===== config.mk =====
export PLATFORM = sky130hd
export DESIGN_NAME = bcd_display_driver
export DESIGN_NICKNAME = d
export VERILOG_FILES = /design/src/rtl/bcd_display_pkg.sv /design/src/rtl/bcd_seg7_enc.sv /design/src/rtl/bcd_display_driver.sv
export SDC_FILE = /design/constraint.sdc
export NUM_CORES = 1
export LEC_CHECK = 0
export ABC_CLOCK_PERIOD_IN_PS = 5200
export CORE_ASPECT_RATIO = 1.25
export CORE_MARGIN = 4
export CORE_UTILIZATION = 57
export DETAILED_ROUTE_END_ITERATION = 10
export PLACE_DENSITY = 0.8
export SLEW_MARGIN = 20
export SYNTH_ARGS = -nofsm -noshare
export SYNTH_HDL_FRONTEND = slang
export SYNTH_SLANG_ARGS = --single-unit

===== constraint.sdc =====
create_clock -name clk -period 5.2 [get_ports clk]
set_clock_uncertainty 0.1 [all_clocks]
set_input_delay 1.56 -clock clk [delete_from_list [all_inputs] [get_ports clk]]
set_output_delay 1.56 -clock clk [all_outputs]
set_load 0.05 [all_outputs]

===== src/rtl/bcd_display_pkg.sv =====
`default_nettype none
// ============================================================================
// bcd_display_pkg : FSM states, segment constants and digit lookup shared by
//                   bcd_display_driver and bcd_seg7_enc.       Rev 1.0
// ============================================================================
package bcd_display_pkg;

  typedef enum logic [1:0] {
    IDLE  = 2'd0,
    SHIFT = 2'd1,
    DONE  = 2'd2
  } state_e;

  localparam logic [6:0] SEG_BLANK = 7'h7F;
  localparam logic [6:0] SEG_DASH  = 7'b0111111;

  // Active-low, bit0 = a ... bit6 = g; non-decimal codes render blank.
  function automatic logic [6:0] seg7_lut(input logic [3:0] digit);
    case (digit)
      4'd0:    seg7_lut = 7'b1000000;
      4'd1:    seg7_lut = 7'b1111001;
      4'd2:    seg7_lut = 7'b0100100;
      4'd3:    seg7_lut = 7'b0110000;
      4'd4:    seg7_lut = 7'b0011001;
      4'd5:    seg7_lut = 7'b0010010;
      4'd6:    seg7_lut = 7'b0000010;
      4'd7:    seg7_lut = 7'b1111000;
      4'd8:    seg7_lut = 7'b0000000;
      4'd9:    seg7_lut = 7'b0010000;
      default: seg7_lut = SEG_BLANK;
    endcase
  endfunction

endpackage
`default_nettype wire


===== src/rtl/bcd_seg7_enc.sv =====
`default_nettype none
// ============================================================================
// bcd_seg7_enc : one BCD digit plus blank flag to an active-low 7-segment
//                pattern.                                      Rev 1.0
// ============================================================================
module bcd_seg7_enc
  import bcd_display_pkg::*;
(
  input  logic [3:0] digit_i,
  input  logic       blank_i,
  output logic [6:0] seg_o
);

  assign seg_o = blank_i ? SEG_BLANK : seg7_lut(digit_i);

endmodule
`default_nettype wire


===== src/rtl/bcd_display_driver.sv =====
`default_nettype none
// ============================================================================
// bcd_display_driver : sequential double-dabble binary-to-BCD converter
//   driving DIGITS active-low 7-segment displays, with overflow dashes.
//   Optional macro LEADING_ZERO_BLANK_EN blanks leading zero digits.  Rev 1.0
// ============================================================================
module bcd_display_driver
  import bcd_display_pkg::*;
#(
  parameter int WIDTH        = 32,
  parameter int DIGITS       = 6,
  parameter int REFRESH_BITS = 25
) (
  input  logic                  clk,
  input  logic                  rst,
  input  logic [WIDTH-1:0]      value,
  input  logic                  update,
  output logic [7*DIGITS-1:0]   hex,
  output logic                  busy,
  output logic                  done,
  output logic                  overflow
);

  localparam int CNT_W = $clog2(WIDTH + 1);
  localparam int BCD_W = 4 * DIGITS;

  state_e                  state_q, state_d;
  logic [REFRESH_BITS-1:0] refresh_q;
  logic [WIDTH-1:0]        shift_q, shift_d;
  logic [BCD_W-1:0]        bcd_q, bcd_d, bcd_adj;
  logic                    carry_q, carry_d;
  logic [CNT_W-1:0]        cnt_q, cnt_d;
  logic [7*DIGITS-1:0]     hex_q, hex_d, seg_all;
  logic                    ovf_q, ovf_d;
  logic                    done_q, done_d;
  logic [DIGITS-1:0]       blank;
  logic                    tick;

  assign tick = (refresh_q == '0);

  always_comb begin
    bcd_adj = bcd_q;
    for (int k = 0; k < DIGITS; k++) begin
      if (bcd_q[4*k +: 4] >= 4'd5) begin
        bcd_adj[4*k +: 4] = bcd_q[4*k +: 4] + 4'd3;
      end
    end
  end

`ifdef LEADING_ZERO_BLANK_EN
  logic seen_nz;
  // Digit 0 is never blanked so that zero still shows a single "0".
  always_comb begin
    blank   = '0;
    seen_nz = 1'b0;
    for (int k = DIGITS - 1; k >= 1; k--) begin
      seen_nz  = seen_nz | (bcd_q[4*k +: 4] != 4'd0);
      blank[k] = ~seen_nz;
    end
  end
`else
  assign blank = '0;
`endif

  for (genvar i = 0; i < DIGITS; i++) begin : g_digit
    bcd_seg7_enc u_enc (
      .digit_i (bcd_q[4*i +: 4]),
      .blank_i (blank[i]),
      .seg_o   (seg_all[7*i +: 7])
    );
  end

  always_comb begin
    state_d = state_q;
    shift_d = shift_q;
    bcd_d   = bcd_q;
    carry_d = carry_q;
    cnt_d   = cnt_q;
    hex_d   = hex_q;
    ovf_d   = ovf_q;
    done_d  = 1'b0;
    case (state_q)
      IDLE: begin
        if (tick || update) begin
          shift_d = value;
          bcd_d   = '0;
          carry_d = 1'b0;
          cnt_d   = CNT_W'(WIDTH);
          state_d = SHIFT;
        end
      end
      SHIFT: begin
        // Any bit pushed out of the top digit means the value needs more digits.
        bcd_d   = {bcd_adj[BCD_W-2:0], shift_q[WIDTH-1]};
        shift_d = {shift_q[WIDTH-2:0], 1'b0};
        carry_d = carry_q | bcd_adj[BCD_W-1];
        cnt_d   = cnt_q - 1'b1;
        if (cnt_q == CNT_W'(1)) begin
          state_d = DONE;
        end
      end
      DONE: begin
        hex_d   = carry_q ? {DIGITS{SEG_DASH}} : seg_all;
        ovf_d   = carry_q;
        done_d  = 1'b1;
        state_d = IDLE;
      end
      default: state_d = IDLE;
    endcase
  end

  always_ff @(posedge clk) begin
    if (!rst) begin
      state_q   <= IDLE;
      refresh_q <= '0;
      shift_q   <= '0;
      bcd_q     <= '0;
      carry_q   <= 1'b0;
      cnt_q     <= '0;
      hex_q     <= {DIGITS{SEG_BLANK}};
      ovf_q     <= 1'b0;
      done_q    <= 1'b0;
    end else begin
      state_q   <= state_d;
      refresh_q <= refresh_q + 1'b1;
      shift_q   <= shift_d;
      bcd_q     <= bcd_d;
      carry_q   <= carry_d;
      cnt_q     <= cnt_d;
      hex_q     <= hex_d;
      ovf_q     <= ovf_d;
      done_q    <= done_d;
    end
  end

  assign hex      = hex_q;
  assign busy     = (state_q != IDLE);
  assign done     = done_q;
  assign overflow = ovf_q;

endmodule
`default_nettype wire


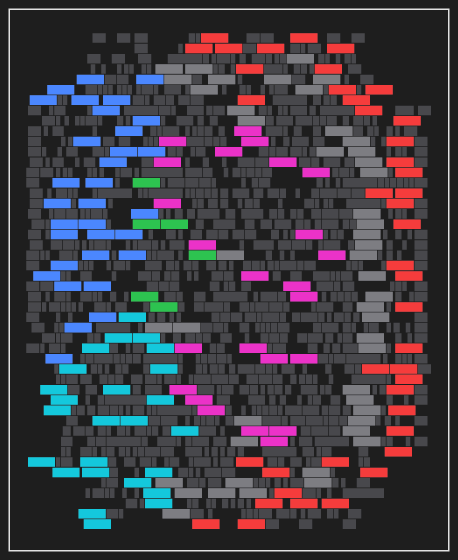
**Above:** run 1 (sequential cells colored by netlist name).
Other sequential cells in the stronger gray, the rest of the logic in the fainter gray.
bcd_q: marked magenta, flops 24. hex: marked red, flops 42. refresh_q: marked cyan, flops 25, where south-west. cnt_q: marked green, flops 6. shift_q: marked blue, flops 32.
Another 47 sequential cells are not colored.
sequential share of cell area: 36.3%
Seq. cell area: 3520 sq um

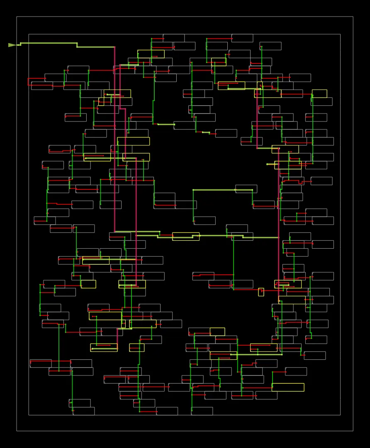
**Above:** run 1 (clock nets).
Latency at later pin: 430 ps
Seq cells: 176
clk pwr: 1.30 mW
CLK BUF: 23

==> ci_impl_report.md, run 1 <==
### Metrics collected by this job

| Metric | Value |
|---|---|
| NumNets Final | `1126` |
| Worst path top cell family by delay | `AND-OR/OR-AND gates` |
| CP Class | `primary input to flip-flop` |
| Overflow after GRT | `0` |
| Crit path required time | `5410 ps` |
| IO Count | `80` |
| Final Util | `69.7%` |
| Critical-path cell list | `clkdlybuf4s50_1 -> o21bai_1 -> inv_1 -> a21oi_1 -> buf_4 -> a22oi_1 -> nor2_1 -> ha_1 -> or4_1 -> o311a_1` |
| Post-CTS Repair Setup Buffers | `0` |
| Layout cell share with drive strength beyond 1 | `5.69%` |
| Largest area contributor in the netlist | `dfxtp_1` |
| Max H-tree Level | `4` |
| Max frequency | `0.244 GHz` |
| EDFF count, synth | `0` |
| Gp weighted congestion | `0.882` |
| Post-Synthesis Cells | `989` |
| Yosys cell count | `989` |
| DP Wirelength | `11400 microns` |
| CTS Root Cell | `clkbuf_16` |
| Final min period | `4090 ps` |
| Initial antenna violation count | `0` |
| Pins Over Slew Limit | `0` |
| Final wirelength | `17200 microns` |
| Most instantiated logic cells after routing | `182 x nand2_1, 176 x dfxtp_1, 93 x nor2_1, 79 x clkdlybuf4s50_1, 64 x nand3_1` |
| Initial Util | `58.8%` |
| Via Count | `6906` |
| Worst min-delay path category | `flip-flop to flip-flop` |
| Status | `complete, no violations` |
| Top cells, area | `dfxtp_1 43%, nand2_1 8.3%, ha_1 7.0%` |
| Relative slew slack | `39.5%` |
| Hold_buf cts | `0` |
| Max-cap violation count | `0` |
| Clk slew on worst S/H paths | `60 ps` |
| # setup viols final | `0` |
| Slowest-stage cell, CP | `or4_1` |
| # rows | `48` |
| Num CTS Buffers | `17` |
| Number of distinct library cells after synthesis | `60` |
| Metal-1 WL | `7640 microns` |
| Comb area | `4280 sq um` |
| Tcrit/Tclk final | `78.7%` |
| Main flop type | `dfxtp_1` |
| Syn. warnings | `0` |
| Seq share, synth | `43.0%` |
| Comb power | `297 uW` |
| Gr usage total | `21.5%` |
| Routed vias/inst | `5.61` |
| Number of global-route vias before repair | `6358` |
| Met3 Use GR | `4.30%` |
| Switching Fraction | `23.3%` |
| Placeable Area | `13900 sq um` |
| Synth cell count leaders | `182 x nand2_1, 176 x dfxtp_1, 93 x nor2_1` |
| Final ANT Viol Nets | `0` |
| Routed wl met3 | `774 microns` |
| RSZ-0062 raised after global routing | `false` |
| Setup_tns | `0 ps` |
| Die Span Y | `142 microns` |
| WL/cell | `14.0 microns` |
| DR pass1 iterations | `5` |
| Pleak | `4.17 nW` |
| First-pass GRT wire length | `29000 microns` |
| CP Buf/Inv Count | `3` |
| Critical path endpoint category | `flip-flop` |
| Worst Tran Pin Value | `884 ps` |
| Internal cell power | `2.32 mW` |
| Seq cells post-synth | `176` |
| Startpoint types | `primary input` |
| Top power group | `sequential cells` |
| DR top layer | `met4` |
| Netlist Area Pre-Place | `8190 sq um` |
| Worst vdd ir | `0.000211 V` |
| CTS tree | `built` |
| Sw power | `706 uW` |
| Met1 Usage GRT | `26.7%` |
| Port Buf Inserts | `79` |
| Chip Area, Yosys | `8190 sq um` |
| Floorplan Nets | `1070` |
| Most frequent logic cell in the layout | `nand2_1` |
| Worst path max stage delay | `530 ps` |
| Max clock buf depth | `2` |
| Sequential share of power | `47.4%` |
| Area growth syn-to-layout | `18.5%` |
| GR Util met2 | `36.4%` |
| Comb pwr share | `9.8%` |
| Resized Gates After CTS | `0` |
| Tool warnings | `58` |
| N_diodes | `0` |
| Largest net degree at the start of global routing | `68` |
| Iteration-0 DRC Markers | `359` |
| Die Width | `115 microns` |
| Filler cell count | `1102` |
| Most frequent cell after synthesis | `nand2_1` |
| DR DRC count | `0` |
| WL met2 | `8440 microns` |
| Worst Path Max Fanout | `13` |
| Die ar. | `16400 sq um` |
| Gr busiest metal | `met2` |
| Cell Pwr Density | `312 nW/um^2` |
| Synth Area per Inst | `8.28 sq um` |
| P_seq | `1.43 mW` |
| Clock Sinks | `176` |
| Critical Path AT | `4300 ps` |
| Synth top area share | `43.0%` |
| Post-synth ARST share | `0%` |
| Hold Fails Final Rpt | `0` |
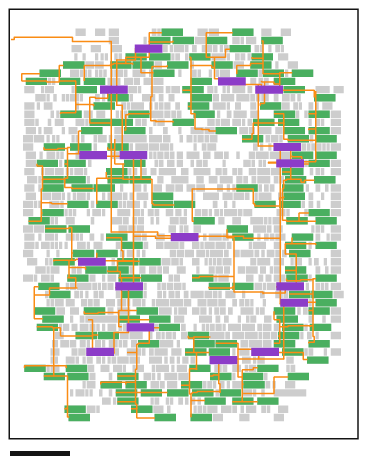
**Above:** run 1 (routed clock nets over the placement).
Scale bar: 20 microns.
clock wires: marked orange, length 1930 microns. flip-flops: marked green, count 176. clock drivers: marked purple, count 17.
There are 18 routed clock nets.
Clock power frac: 42.9%

run 1: cell type report:
type	count	area share (%)
Tap cell	175	2.26
Timing Repair Buffer	90	9.00
Inverter	54	2.14
Clock inverter	6	1.08
Sequential cell	176	36.3
Multi-Input combinational cell	706	44.1
Clock buffer	23	5.13
run 1: kinds of logic after synthesis:
kind of cell	count (synthesis)	share of synthesized area [%]
and+or+nand+nor	441	24.8
adders and majority gates	46	7.03
DFF	176	43.0
muxes	18	2.26
xor gates and xnor gates	29	3.10
buffers and inverters	107	5.01
AOI/OAI and AO/OA	172	14.8
run 1: worst paths after layout:
path / end / cells past startpoint / slack [ps] / startpoint
min reg2reg: hex[24] / 2 / 340 / g_digit[3].u_enc.seg_o[3]
max: g_digit[2].u_enc.seg_o[3] / 10 / 1110 / update
max reg2reg: g_digit[2].u_enc.seg_o[3] / 11 / 1160 / refresh_q[0]
min: hex[24] / 2 / 340 / g_digit[3].u_enc.seg_o[3]
run 1: flip-flops by register name, summed over array words and instances (netlist names):
| register | flops |
|---|---|
| overflow | 1 |
| carry_q | 1 |
| hex | 42 |
| bcd_q | 24 |
| state_q | 2 |
| refresh_q | 25 |
| g_digit.u_enc.seg_o | 42 |
| done | 1 |
| shift_q | 32 |
| cnt_q | 6 |
run 1: per-stage QoR:
step / std cells / power [mW] / area (sq um) / setup slack, ps / hold slack [ps]
after floorplan: 989 / 1.67 / 8190 / 951 / 317
after global placement: 1201 / 1.75 / 9100 / 871 / 321
after detailed placement: 1201 / 1.76 / 9100 / 751 / 324
after CTS: 1230 / 3.05 / 9710 / 1170 / 339
after global routing: 1230 / 3.14 / 9710 / 955 / 356
final: 1230 / 3.03 / 9710 / 1110 / 337
**Run 1: gate families picked out**

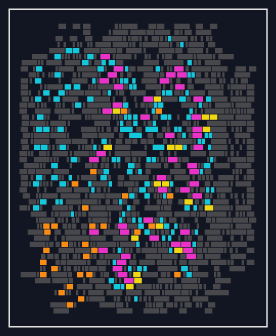

## Run 2: what changed since run 1
ABC_CLOCK_PERIOD_IN_PS = 3400   (was 5200)
CORE_UTILIZATION = 52   (was 57)
PLACE_DENSITY = 0.77   (was 0.8)
clock period = 3.4 ns   (was 5.2 ns; I/O delays follow)
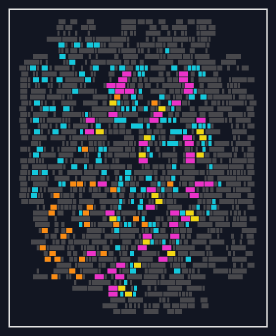
**Above:** run 2 (gate families picked out).
adder and majority cells: marked magenta, cells 46, most used ha_1. multiplexers: marked yellow, cells 18, most used mux2i_1. XOR/XNOR gates: marked orange, cells 29, most used xnor2_1. inverting AOI/OAI gates: marked cyan, cells 142, most used a21oi_1.

==> run 2 against run 1 <==
  * Register-to-register slack got worse by 1000 ps
  * Flip-flop count unchanged
  * Final cell count grew 6.2%
  * Die area is 9.0% higher
  * Synthesized cell count is the same
  * Core utilization down 5.2 points
  * Non-clock buffer count rose by 36
  * Worst setup slack lost 980 ps
==> ci_impl_report.md, run 2 <==
### Metrics collected by this job

| Metric | Value |
|---|---|
| Min-delay src | `g_digit[0].u_enc.seg_o[5]` |
| CTS Root Cell | `clkbuf_16` |
| DR DRC count | `0` |
| Tool warnings | `59` |
| Critical Path AT | `2160 ps` |
| Largest net degree at the start of global routing | `99` |
| Relative slew slack | `45.7%` |
| Worst Path Max Fanout | `15` |
| Netlist Area Pre-Place | `8190 sq um` |
| Seq. cell area | `3520 sq um` |
| Most instantiated logic cells after routing | `182 x nand2_1, 176 x dfxtp_1, 93 x nor2_1, 79 x clkdlybuf4s50_1, 64 x nand3_1` |
| Iteration-0 DRC Markers | `295` |
| Seq share, synth | `43.0%` |
| # rows | `51` |
| Port Buf Inserts | `79` |
| Most frequent logic cell in the layout | `nand2_1` |
| First-pass GRT wire length | `30400 microns` |
| Final min period | `3280 ps` |
| Gp weighted congestion | `0.863` |
| Final ANT Viol Nets | `0` |
| Setup_tns | `0 ps` |
| Worst Hold Path Cells | `2` |
| Synth Area per Inst | `8.28 sq um` |
| IO Count | `80` |
| EDFF count, synth | `0` |
| CP Class | `flip-flop to output port` |
| Gr usage total | `20.5%` |
| Worst vdd ir | `0.000344 V` |
| Status | `complete, no violations` |
| Max clock buf depth | `2` |
| Largest area contributor in the netlist | `dfxtp_1` |
| Placed Cells | `1274` |
| Chip Area, Yosys | `8190 sq um` |
| Number of global-route vias before repair | `6647` |
| Most frequent cell after synthesis | `nand2_1` |
| Die Span Y | `148 microns` |
| Number of distinct library cells after synthesis | `60` |
| Cell Pwr Density | `452 nW/um^2` |
| Initial antenna violation count | `0` |
| NumNets Final | `1162` |
| Layout cell share with drive strength beyond 1 | `8.96%` |
| Routed vias/inst | `5.35` |
| Pins Over Slew Limit | `0` |
| Main flop type | `dfxtp_1` |
| Max frequency | `0.305 GHz` |
| Post-Synthesis Cells | `989` |
| Max H-tree Level | `4` |
| R2r worst-path depth | `11` |
| Post-Layout Cell Count | `1306` |
| Filler cell count | `1326` |
| Final wirelength | `17500 microns` |
| Post-synth ARST share | `0%` |
| N_diodes | `0` |
| Pleak | `4.30 nW` |
| Floorplan Nets | `1070` |
| Critical path endpoint category | `output port` |
| Comb area | `4290 sq um` |
| Worst Tran Pin Value | `807 ps` |
| DR pass1 iterations | `5` |
| Seq cells post-synth | `176` |
| Synth top area share | `43.0%` |
| Latency at later pin | `430 ps` |
| Syn. warnings | `0` |
| WL/cell | `13.4 microns` |
| Worst min-delay path category | `flip-flop to flip-flop` |
| Crit path required time | `2280 ps` |
| Placeable Area | `15500 sq um` |
| Startpoint types | `flip-flop` |
| Die Width | `120 microns` |
| Overflow after GRT | `0` |
| Tcrit/Tclk final | `96.4%` |
| Area growth syn-to-layout | `22.1%` |
| CTS tree | `built` |
| Hold slack | `337 ps` |
| Crit path launch | `state_q[1]` |
| Top cells, area | `dfxtp_1 43%, nand2_1 8.3%, ha_1 7.0%` |
| Synth cell count leaders | `182 x nand2_1, 176 x dfxtp_1, 93 x nor2_1` |
| Total power draw | `4.52 mW` |
| RSZ-0062 raised after global routing | `true` |
| Clk slew on worst S/H paths | `60 ps` |
| Hold Fails Final Rpt | `0` |
| Resized Gates After CTS | `0` |
| # setup viols final | `0` |
| Via Count | `6993` |
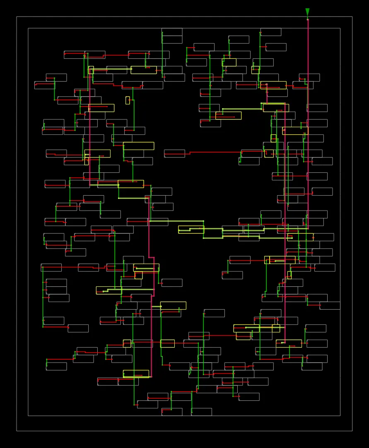
**Above:** run 2 (clock nets).
clk pwr: 1.85 mW
Clock Sinks: 176
Num CTS Buffers: 17

-- run 2: cell counts after synthesis --
No cell type changed its count.
-- run 2: layer usage --
| layer | share of wire, % | vias up | GRT usage (%) |
|---|---|---|---|
| li1 | - | 3593 | - |
| met1 | 45 | 3228 | 25.6 |
| met2 | 49 | 138 | 35.0 |
| met3 | 3.9 | 34 | 3.65 |
| met4 | 2.4 | 0 | 8.33 |
| met5 | 0 | - | 0 |
-- run 2: area by class of cell --
type / count / share of cell area (%)
multi-input cells: 706 / 42.9
repair buffers: 126 / 11.6
well taps: 212 / 2.65
clock inverters: 9 / 0.838
inverters: 54 / 2.08
clock buffers: 23 / 4.78
flip-flops and latches: 176 / 35.2
-- run 2: what timing repair did --
item / CTS / global route
setup endpoints to repair: 0 / 2
hold buffers: 0 / 0
buffers inserted: 0 / 0
-- run 2: final timing paths --
kind	endpoint	slack, ps
worst max register to register	g_digit[2].u_enc.seg_o[3]	150
worst min-delay path	hex[5]	340
worst max-delay path	busy	120
worst min register to register	hex[5]	340
-- run 2: power breakdown --
group	internal [mW]	switching (mW)	total (mW)
Sequential	2.14	0.0508	2.19
Clock	1.06	0.790	1.85
Combinational	0.191	0.285	0.476
Total	3.40	1.13	4.52
-- run 2: stage by stage --
step	instance area [sq um]	setup WS (ps)	utilization (%)
floorplan	8200	18.2	-
global placement	9440	-119	60.9
detailed placement	9440	-187	60.9
CTS	10000	137	64.5
global route	10000	-2.83	64.5
finish	10000	124	64.5
-- run 2: kinds of logic after synthesis --
kind of cell / synth area share (%)
compound gates: 14.8
xor+xnor: 3.10
fa+ha+maj: 7.03
buf+inv: 5.01
flops: 43.0
mux: 2.26
simple gates: 24.8
-- run 2: critical path: stages, from the launching register on --
cell and delay [ps]:
dfxtp_1 660, or2_2 250, clkdlybuf4s50_1 810
Power figures rest on the tool's default switching activity, not on a simulated workload.
